run_1/met3.png
Drawn at 6 px/micron.
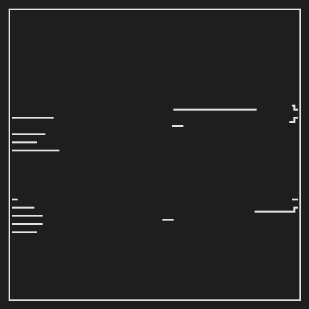
run_1/met2.png
Drawn at 6 px/micron.
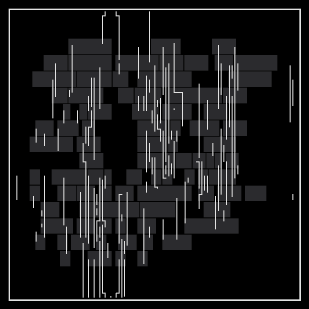
run_1/final_congestion.png
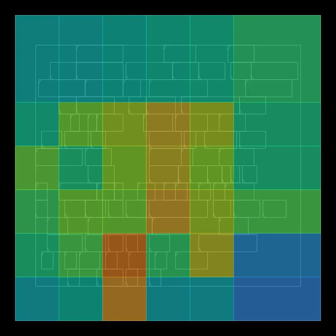
**src/rtl/hazard_control_unit.sv**
```systemverilog
// Hazard controller: load-use stall, taken-branch flush, blocking MD unit sequencing (optional stall counter via HAZ_STALL_COUNT_EN).
// Latency: control outputs are combinational from state, mdCnt and current inputs; state advances on core clock edge.
// Backpressure: front end stalls one cycle per load-use hazard and MD_CYCLES cycles per multiply/divide op.
module hazard_control_unit #(
    parameter int REG_W     = 4,
    parameter int MD_CYCLES = 8
) (
    input  logic             clk,
    input  logic             rst_n,
    input  logic [REG_W-1:0] IDreadReg1,
    input  logic [REG_W-1:0] IDreadReg2,
    input  logic             IDmdOp,
    input  logic             IEmemRead,
    input  logic [REG_W-1:0] IEwriteReg,
    input  logic             branchTaken,
    output logic             pcWrite,
    output logic             IFIDwrite,
    output logic             IFIDflush,
    output logic             IDIEbubble,
    output logic             mdStart,
    output logic             mdBusy,
    output logic             mdDone
`ifdef HAZ_STALL_COUNT_EN
    ,
    output logic [15:0]      stallCount
`endif
);

    localparam int CNT_W = $clog2(MD_CYCLES);
    localparam logic [CNT_W-1:0] CNT_LOAD = CNT_W'(MD_CYCLES - 1);

    typedef enum logic {
        RUN     = 1'b0,
        MD_BUSY = 1'b1
    } state_e;

    state_e           state_q, state_d;
    logic [CNT_W-1:0] md_cnt_q, md_cnt_d;
    logic             load_haz;

    assign load_haz = IEmemRead && (IEwriteReg != '0) &&
                      ((IEwriteReg == IDreadReg1) || (IEwriteReg == IDreadReg2));

    always_ff @(posedge clk or negedge rst_n) begin
        if (!rst_n) begin
            state_q  <= RUN;
            md_cnt_q <= '0;
        end else begin
            state_q  <= state_d;
            md_cnt_q <= md_cnt_d;
        end
    end

    // MD_BUSY never looks at the inputs, so unknown operands there cannot leak into state.
    always_comb begin
        state_d  = state_q;
        md_cnt_d = md_cnt_q;
        case (state_q)
            RUN: begin
                if (!branchTaken && !load_haz && IDmdOp) begin
                    state_d  = MD_BUSY;
                    md_cnt_d = CNT_LOAD;
                end
            end
            MD_BUSY: begin
                if (md_cnt_q == '0) begin
                    state_d  = RUN;
                    md_cnt_d = '0;
                end else begin
                    md_cnt_d = md_cnt_q - 1'b1;
                end
            end
            default: begin
                state_d  = RUN;
                md_cnt_d = '0;
            end
        endcase
    end

    always_comb begin
        pcWrite    = 1'b1;
        IFIDwrite  = 1'b1;
        IFIDflush  = 1'b0;
        IDIEbubble = 1'b0;
        mdStart    = 1'b0;
        mdBusy     = 1'b0;
        mdDone     = 1'b0;
        if (!rst_n) begin
            // Pipeline frozen while reset is held, independent of the clock.
            pcWrite    = 1'b0;
            IFIDwrite  = 1'b0;
            IDIEbubble = 1'b1;
        end else begin
            case (state_q)
                RUN: begin
                    if (branchTaken) begin
                        IFIDflush  = 1'b1;
                        IDIEbubble = 1'b1;
                    end else if (load_haz) begin
                        pcWrite    = 1'b0;
                        IFIDwrite  = 1'b0;
                        IDIEbubble = 1'b1;
                    end else if (IDmdOp) begin
                        mdStart = 1'b1;
                    end
                end
                MD_BUSY: begin
                    pcWrite    = 1'b0;
                    IFIDwrite  = 1'b0;
                    IDIEbubble = 1'b1;
                    mdBusy     = 1'b1;
                    mdDone     = (md_cnt_q == '0);
                end
                default: begin
                    pcWrite    = 1'b0;
                    IFIDwrite  = 1'b0;
                    IDIEbubble = 1'b1;
                end
            endcase
        end
    end

`ifdef HAZ_STALL_COUNT_EN
    logic [15:0] stall_cnt_q, stall_cnt_d;

    always_comb begin
        stall_cnt_d = stall_cnt_q;
        if (!pcWrite && (stall_cnt_q != 16'hFFFF)) begin
            stall_cnt_d = stall_cnt_q + 16'd1;
        end
    end

    always_ff @(posedge clk or negedge rst_n) begin
        if (!rst_n) begin
            stall_cnt_q <= '0;
        end else begin
            stall_cnt_q <= stall_cnt_d;
        end
    end

    assign stallCount = stall_cnt_q;
`endif

endmodule
```
**config.mk**
```make
export PLATFORM = sky130hd
export DESIGN_NAME = hazard_control_unit
export DESIGN_NICKNAME = d
export VERILOG_FILES = /design/src/rtl/hazard_control_unit.sv
export SDC_FILE = /design/constraint.sdc
export NUM_CORES = 1
export LEC_CHECK = 0
export ABC_CLOCK_PERIOD_IN_PS = 1350
export CAP_MARGIN = 0
export CELL_PAD_IN_SITES_DETAIL_PLACEMENT = 0
export CELL_PAD_IN_SITES_GLOBAL_PLACEMENT = 1
export CORE_MARGIN = 3
export CORE_UTILIZATION = 23
export CTS_BUF_LIST = sky130_fd_sc_hd__clkbuf_8
export CTS_CLUSTER_DIAMETER = 80
export DETAILED_ROUTE_END_ITERATION = 8
export PLACE_DENSITY = 0.73
export SETUP_SLACK_MARGIN = 0.15
export SLEW_MARGIN = 20
export SYNTH_ARGS = -nofsm -noshare
export SYNTH_HDL_FRONTEND = slang
export SYNTH_SLANG_ARGS = --single-unit
```
**constraint.sdc**
```tcl
create_clock -name clk -period 1.35 [get_ports clk]
set_input_delay 0.27 -clock clk [delete_from_list [all_inputs] [get_ports clk]]
set_output_delay 0.27 -clock clk [all_outputs]
set_load 0.05 [all_outputs]
```
==> run summary, run 1 <==
max cap viols: 0
Comb pwr share: 0.700
Post-DP HPWL: 929 microns
gr ovfl total: 0
# fillers: 144
violated checks: negative setup slack
Core ar.: 1590 sq um
max_slew headroom: 0.809
worst hold path class: input pin to async pin
setup ws final: -0.259 ns
reg2reg start: md_cnt_q[0]$_DFFE_PN0P_
worst reg-to-reg setup slack: 0.02 ns
area share, top type: 0.244
final hold violations: 0
crit path time final: 1.61 ns
std cell rows: 14
WP data required: 1.08 ns
Top cells excl fill/tap: buf_6 (8), buf_2 (7), buf_12 (7), buf_4 (7), xnor2_1 (6)
CTS root buffer: clkbuf_8
outcome: complete, but fails checks
H-tree Lvls: 1
largest net degree at the start of global routing: 9
first-pass iteration count of the detailed router: 2
final tally of setup violations: 6
TritonCTS buffer count: 3
DRT iter0 DRCs: 2
RR Endpoint: md_cnt_q[0]$_DFFE_PN0P_
FP Core Util: 0.257
Slew @ Worst Pin: 0.285 ns
Post-Syn Area: 410 sq um
Pwr Total: 1.62 mW
Die Y: 48.2 microns
area of the multi-input gates: 400 sq um
PwrDens: 1670 nW/um^2
GPL Wtd Cong: 0.807
Notes on met3.png above:
main direction: horizontal
wire length on this layer: 69.4 microns
share of all routed wire: 5.7%
longest straight run: 13.6 microns
GR Util met3: 0.0406
vias: 487
WL final: 1.21 mm

Notes on met2.png above:
share of all routed wire: 51%
wire length on this layer: 615 microns
met2 usage: 0.174

Notes on final_congestion.png above:
GRT Util Overall: 0.113
met1 Use GR: 0.128
WL/cell: 10.9 microns

run 1: cells by family (layout without fill, tap and decap cells):
family                     Yosys count  count (layout)  synth area share
and+or+nand+nor                     19              19             0.247
DFF                                  4               4             0.244
buffers and inverters                5              43            0.0549
xor gates and xnor gates             8               8             0.171
AOI/OAI and AO/OA                   11              11             0.223
adders and majority gates            2               2            0.0610
run 1: worst max-delay path: stages:
cell	delay [ns]
buf_8	0.11
o41ai_4	0.37
a21oi_2	0.08
or3_4	0.35
buf_12	0.16
run 1: registers in the layout, indices dropped and copies added (netlist names):
name and count:
state_q 1, md_cnt_q 3
run 1: through the flow:
stage / instance area [sq um] / utilization
4_1_cts: 915 / 0.574
6_report: 968 / 0.608
5_1_grt: 968 / 0.608
2_1_floorplan: 453 / -
3_5_place_dp: 836 / 0.524
3_3_place_gp: 836 / 0.524
run 1: how the worst min path moves through the flow:
stage,slack (ns),depth (start not counted),start,end
detailed placement,0.53,2,md_cnt_q[1]$_DFFE_PN0P_,md_cnt_q[1]$_DFFE_PN0P_
global route,0.15,2,rst_n,md_cnt_q[0]$_DFFE_PN0P_
global placement,0.53,2,md_cnt_q[1]$_DFFE_PN0P_,md_cnt_q[1]$_DFFE_PN0P_
finish,0.13,2,rst_n,md_cnt_q[0]$_DFFE_PN0P_
CTS,0.14,2,rst_n,md_cnt_q[0]$_DFFE_PN0P_
floorplan,-0.03,0,rst_n,md_cnt_q[0]$_DFFE_PN0P_
run 1: power by group through the flow:
stage               Combinational, mW  Sequential [mW]  Clock, mW
detailed placement              0.864            0.230          0
floorplan                       0.501            0.226          0
CTS                             0.938            0.238      0.256
global route                     1.21            0.241      0.264
global placement                0.858            0.230          0
finish                           1.13            0.233      0.252
run 1: layout make-up:
class,count,share of cell area
Clock buffer,3,0.0426
Inverter,3,0.0116
Multi-Input combinational cell,40,0.413
Sequential cell,4,0.103
Tap cell,24,0.0310
Timing Repair Buffer,37,0.398
run 1: synth_stat cells (2+ instances only):
library cell and number:
a21oi_1 4, nor3_1 4, o31ai_1 4, nand2b_1 4
nand2_1 2, nor2_1 3, xnor2_1 8, ha_1 2
inv_1 3, nand4_1 2, dfrtp_1 4
run 1: layer usage:
layer  part of all wire  vias up  GRT usage
met4              0.026        0     0.0806
met2               0.51       15      0.174
met1               0.41      222      0.128
li1                   -      246          -
met5                  0        -          0
met3              0.057        4     0.0406
run 1: timing repair:
| action | 4_1_cts | 5_1_grt |
|---|---|---|
| hold endpoints to repair | 0 | 0 |
| endpoints found under the setup margin | 11 | 11 |
| pin swaps | 16 | 9 |
| hold buffers | 0 | 0 |
| resized | 62 | 15 |
| buffers inserted | 4 | 1 |
==> run 2: changes to the inputs <==
Settings changed: SLEW_MARGIN 20 to not set.
run_2/drive_strength.png
Drawn at 10 px/micron.
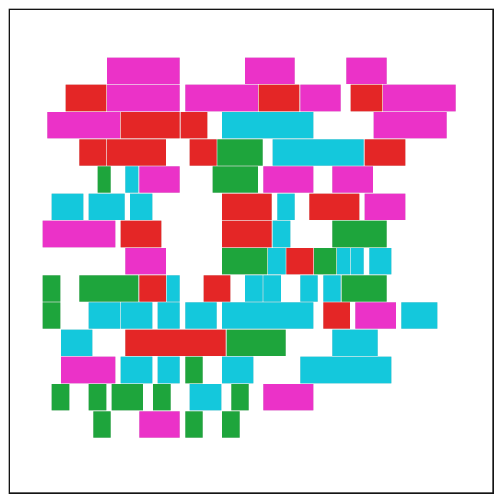
legend:
  drive 3 to 4:
    colour: red
    cells: 18
    share: 21%
    most_used: buf_4
  drive 2:
    colour: green
    cells: 20
    share: 23%
    most_used: buf_2
  drive 6 and up:
    colour: magenta
    cells: 19
    share: 22%
    most_used: buf_6
  drive 1 or less:
    colour: cyan
    cells: 30
    share: 34%
    most_used: xnor2_1

==> run 2 against run 1 <==
  * The run still ends with negative setup slack left
  * Die size is the same
  * Combinational power about the same
  * Worst setup slack stayed put
  * Fmax stayed put
  * Clock skew did not move
  * First-iteration DRC count unchanged
  * Via count stayed put
  * Cell count unchanged
  * Sequential cell count unchanged
  * Critical endpoint unchanged
  * Highest routed layer unchanged
==> run summary, run 2 <==
outcome: complete, but fails checks
violated checks: negative setup slack
area delta synth->final: 136%
final tally of setup violations: 6
synthesis warning total: 0
CP endpoint kind: primary output
Post-synth area hogs: dfrtp_1 (24%), xnor2_1 (17%), o31ai_1 (7.3%)
Die Y: 48.2 microns
Post-DP HPWL: 929 microns
H-tree Lvls: 1
RR Endpoint: md_cnt_q[0]$_DFFE_PN0P_
Core ar.: 1590 sq um
area leader, netlist: dfrtp_1
max cap viols: 0
fin area: 968 sq um
WP data required: 1.08 ns
vias: 487
first-pass iteration count of the detailed router: 2
Non-Filler Instances: 111
worst hold path class: input pin to async pin
leakage: 0.427 nW
drt drc: 0
Crit-path slowest cell: o41ai_4
WL/cell: 10.9 microns
reg2reg start: md_cnt_q[0]$_DFFE_PN0P_
GPL Wtd Cong: 0.807
largest reg by FF count: md_cnt_q
count leader, synth: xnor2_1
std cell rows: 14
crit path time final: 1.61 ns
Top cells excl fill/tap: buf_6 (8), buf_2 (7), buf_12 (7), buf_4 (7), xnor2_1 (6)
area share, top type: 0.244
syn nets: 68
Slew @ Worst Pin: 0.285 ns
Placed Cells incl. Taps: 103
DRT iter0 DRCs: 2
Die Span X: 48.2 microns
TritonCTS buffer count: 3
largest net degree at the start of global routing: 9
# clock sinks: 4
max reg flops: 3
Clock Power Share: 0.156
Setup TNS: -1.13 ns
critical path, cell by cell: buf_8 > o41ai_4 > a21oi_2 > or3_4 > buf_12
final hold violations: 0
CTS tree: done
most frequent logic cell in the layout: buf_6
async set or reset register ratio after synthesis: 1.00
CTS root buffer: clkbuf_8
Placed Instance Area: 836 sq um
crit-path max cell delay: 0.37 ns
max_slew headroom: 0.809
tool warnings: 31
synthesized area per cell: 8.38 sq um
Comb pwr share: 0.700
PwrDens: 1670 nW/um^2
setup ws final: -0.259 ns
biggest regs: md_cnt_q: 3 flops, state_q: 1 flops
VDD IR max: 937 uV
FP Core Util: 0.257
initial antenna violation count: 0
hold_buf cts: 0
critical path class: input pin to primary output
share of layout cells above drive strength 1: 0.655
antenna fix cells: 0
switching pwr: 638 uW
Crit path arrival time: 1.34 ns
DRT antenna net count: 0
Final #Nets: 108
GRT Util Overall: 0.113
gr ovfl total: 0
YS chip area: 410 sq um
# fillers: 144
WL final: 1.21 mm
r2r worst-path depth: 7
Post-Syn Area: 410 sq um
worst reg-to-reg setup slack: 0.02 ns
crit share post-route: 1.19
clk ins delay skew pair: 0.22 ns
Int Power: 979 uW
-- run 2: cell counts in the layout (fill, tap and decap cells not counted) --
No cell type changed its count.
-- run 2: power groups by stage --
| stage | logic [mW] | registers (mW) | clock network [mW] |
|---|---|---|---|
| 3_3_place_gp | 0.858 | 0.230 | 0 |
| 2_1_floorplan | 0.501 | 0.226 | 0 |
| 3_5_place_dp | 0.864 | 0.230 | 0 |
| 5_1_grt | 1.21 | 0.241 | 0.264 |
| 4_1_cts | 0.938 | 0.238 | 0.256 |
| 6_report | 1.13 | 0.233 | 0.252 |
-- run 2: worst max-delay path: cells and delay by family --
family	cells	cell delay, ns
simple gates	1	0.35
compound gates	2	0.45
buf+inv	2	0.27
-- run 2: worst max-delay path by stage --
| stage | cells after the start | start | to | slack (ns) |
|---|---|---|---|---|
| final | 5 | IEwriteReg[2] | IDIEbubble | -0.26 |
| after global routing | 5 | IEwriteReg[2] | IDIEbubble | -0.29 |
| after CTS | 6 | IEwriteReg[2] | pcWrite | -0.25 |
| after detailed placement | 5 | IEwriteReg[0] | IDIEbubble | -0.73 |
| after global placement | 5 | IEwriteReg[0] | IDIEbubble | -0.74 |
| after floorplan | 4 | IEwriteReg[0] | pcWrite | -0.28 |
-- run 2: cell type report --
class                   count  area (sq um)  share of cell area
repair buffers             37           385               0.398
inverters                   3          11.3              0.0116
well taps                  24          30.0              0.0310
clock buffers               3          41.3              0.0426
flip-flops and latches      4           100               0.103
multi-input cells          40           400               0.413
-- run 2: logic make-up after synthesis --
family                     count (synthesis)  synth area share
xor gates and xnor gates                   8             0.171
and+or+nand+nor                           19             0.247
AOI/OAI and AO/OA                         11             0.223
buffers and inverters                      5            0.0549
adders and majority gates                  2            0.0610
DFF                                        4             0.244
-- run 2: layer usage --
metal / global-route usage / vias up / share of wire
met5: 0 / - / 0
met3: 0.0406 / 4 / 0.057
met2: 0.174 / 15 / 0.51
met1: 0.128 / 222 / 0.41
li1: - / 246 / -
met4: 0.0806 / 0 / 0.026
-- run 2: metrics by stage --
stage | total power [mW] | utilization | hold slack (ns) | worst slack (ns)
floorplan | 0.727 | - | -0.0256 | -0.285
finish | 1.62 | 0.608 | 0.133 | -0.259
global placement | 1.09 | 0.524 | 0.526 | -0.738
CTS | 1.43 | 0.574 | 0.137 | -0.253
detailed placement | 1.09 | 0.524 | 0.534 | -0.731
global route | 1.72 | 0.608 | 0.155 | -0.292
-- run 2: what timing repair did --
item                                    4_1_cts  5_1_grt
pin swaps                                    16        9
endpoints found under the setup margin       11       11
setup buffers                                 4        1
gates cloned                                  0        0
resized                                      62       15
Power and IR drop assume default switching activity.
